==> config.mk <==
export PLATFORM = sky130hd
export DESIGN_NAME = sar_avg
export DESIGN_NICKNAME = d
export VERILOG_FILES = /design/src/rtl/sar_avg.sv
export SDC_FILE = /design/constraint.sdc
export NUM_CORES = 1
export LEC_CHECK = 0
export CAP_MARGIN = 20
export CORE_MARGIN = 2
export CORE_UTILIZATION = 35
export DETAILED_ROUTE_END_ITERATION = 10
export HOLD_SLACK_MARGIN = 0.1
export PLACE_DENSITY = 0.58
export SLEW_MARGIN = 20
export SYNTH_ARGS = -nofsm -noshare
export SYNTH_HDL_FRONTEND = slang
export SYNTH_SLANG_ARGS = --single-unit
export TNS_END_PERCENT = 5
==> constraint.sdc <==
create_clock -name Clock -period 2.8 [get_ports Clock]
set_input_delay 0.56 -clock Clock [delete_from_list [all_inputs] [get_ports Clock]]
set_output_delay 0.56 -clock Clock [all_outputs]
set_load 0.005 [all_outputs]
Figure 1. Sequential cells grouped by signal name.
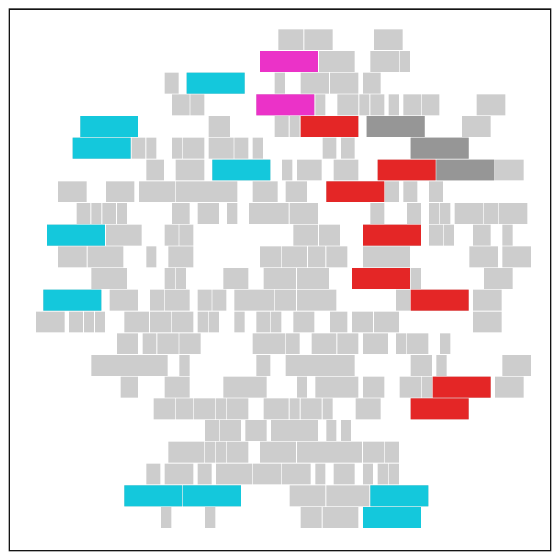
[red] AvgData | placed flops: 8
[cyan] acc | placed flops: 10
[magenta] SampleCnt | placed flops: 2
not coloured: 3
reported sequential group power: 333 uW
Seq/total area: 23.6%
area of all sequential standard cells: 460 sq um
Layout Utilization: 49.4%

Figure 2. Routed metal, one colour a layer.
Only two layers are drawn.
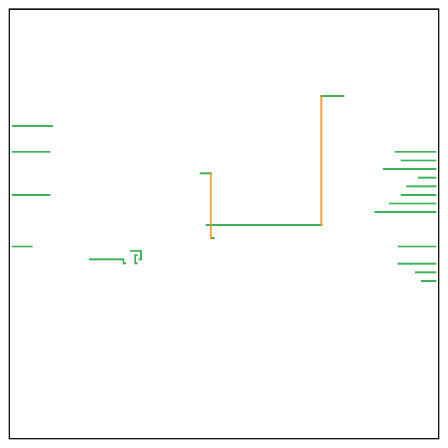
[green] M3 | wire length: 121 um
[orange] M4 | wire length: 30.6 um
WL final: 3330 um
total number of vias: 1323
gr usage total: 16.1%
average wire per cell in the routed design: 12.7 um

==> summary.txt <==
From the run reports.

- between 100 and 150 cells are multi-input combinational gates.
- The wire length on met2 is 1630 um.
- The number of nets still failing antenna checks after routing is 0.
- The first-pass iteration count of the detailed router reads 4.
- The pin count of the biggest net entering global routing reads 14.
- The total non-filler cell area in the finished layout is about 1900 sq um.
- The post-synthesis to final-layout area growth is 37.4%.
- After detailed routing, the met3 layer carries about 120 um of wire.
- The root buffer selected by CTS reads sky130_fd_sc_hd__clkbuf_8.
- The main area contributors are sky130_fd_sc_hd__dfxtp_1 32%, sky130_fd_sc_hd__ha_1 8.8%, sky130_fd_sc_hd__nand2_1 6.6%.
- The buffer-and-inverter tally for the worst setup path reads 1.
- The CTS sink count reads 23.
- The max-capacitance violation count is 0.
- The most frequently used library cell after synthesis is sky130_fd_sc_hd__nand2_1.
- The fraction of registers with async set or reset after synthesis reads 0%.
- The power report lists the clock group at approximately 210 uW.
- The overall die size recorded for this design is approximately 4600 sq um.
- The signal on the critical path passes through clkdlybuf4s50_1, ha_1, a21o_2, a211oi_1, nor2_1, and2_4, and4_4, and4_1, o41ai_2.
- The area-dominant cell class after layout reads combinational gates.
- The number of standard cells in the layout, taps in and fillers out reads approximately 260.
- The cell type with the largest total area after synthesis reads sky130_fd_sc_hd__dfxtp_1.
- The average instance in the mapped netlist occupies approximately 8.5 sq um.
- Of the total synthesized cell area, the portion taken by AND, OR, NAND and NOR gates is a little under a quarter.
- The type of the worst setup path is input pin to flop.
- The combinational power share reads between 20% and 30%.
- The wire-length estimate of the detail-placed layout is ~2600 um.
- The highest clock frequency the design can meet reads about 380 MHz.
- The startpoint class of the critical path reads an input pin.
- After clock tree synthesis, the setup repair step added 0 buffers.
- IR analysis of the VDD net gives a maximum drop of 216 uV.
- The group drawing the most power is sequential cells.
- Sequential cells placed in the final layout were counted as 23.
- The number of I/O pins is 26.
- The flow ran to the end, and the final reports show no timing, DRC or antenna violations.
- The count of cells along the worst hold path is 2.
- The worst-case max-slew headroom was logged as 62.7%.
- The H-tree depth reads 1.
- Yosys mapped a number of flops with a built-in enable equal to 0.
- Between clock sinks in the finished design, the worst skew comes to just over 0.01 ns.
- The met2 track utilization from global routing reads 27.6%.
- The final worst-path cycle share reads about 94%.
- The proportion of total power due to net switching reads between 20% and 30%.
- The highest metal layer carrying signal wires in the routed design is met4.
- The clock buffers instantiated in the layout total 3.
Power figures rest on the tool's default switching activity, not on a simulated workload.
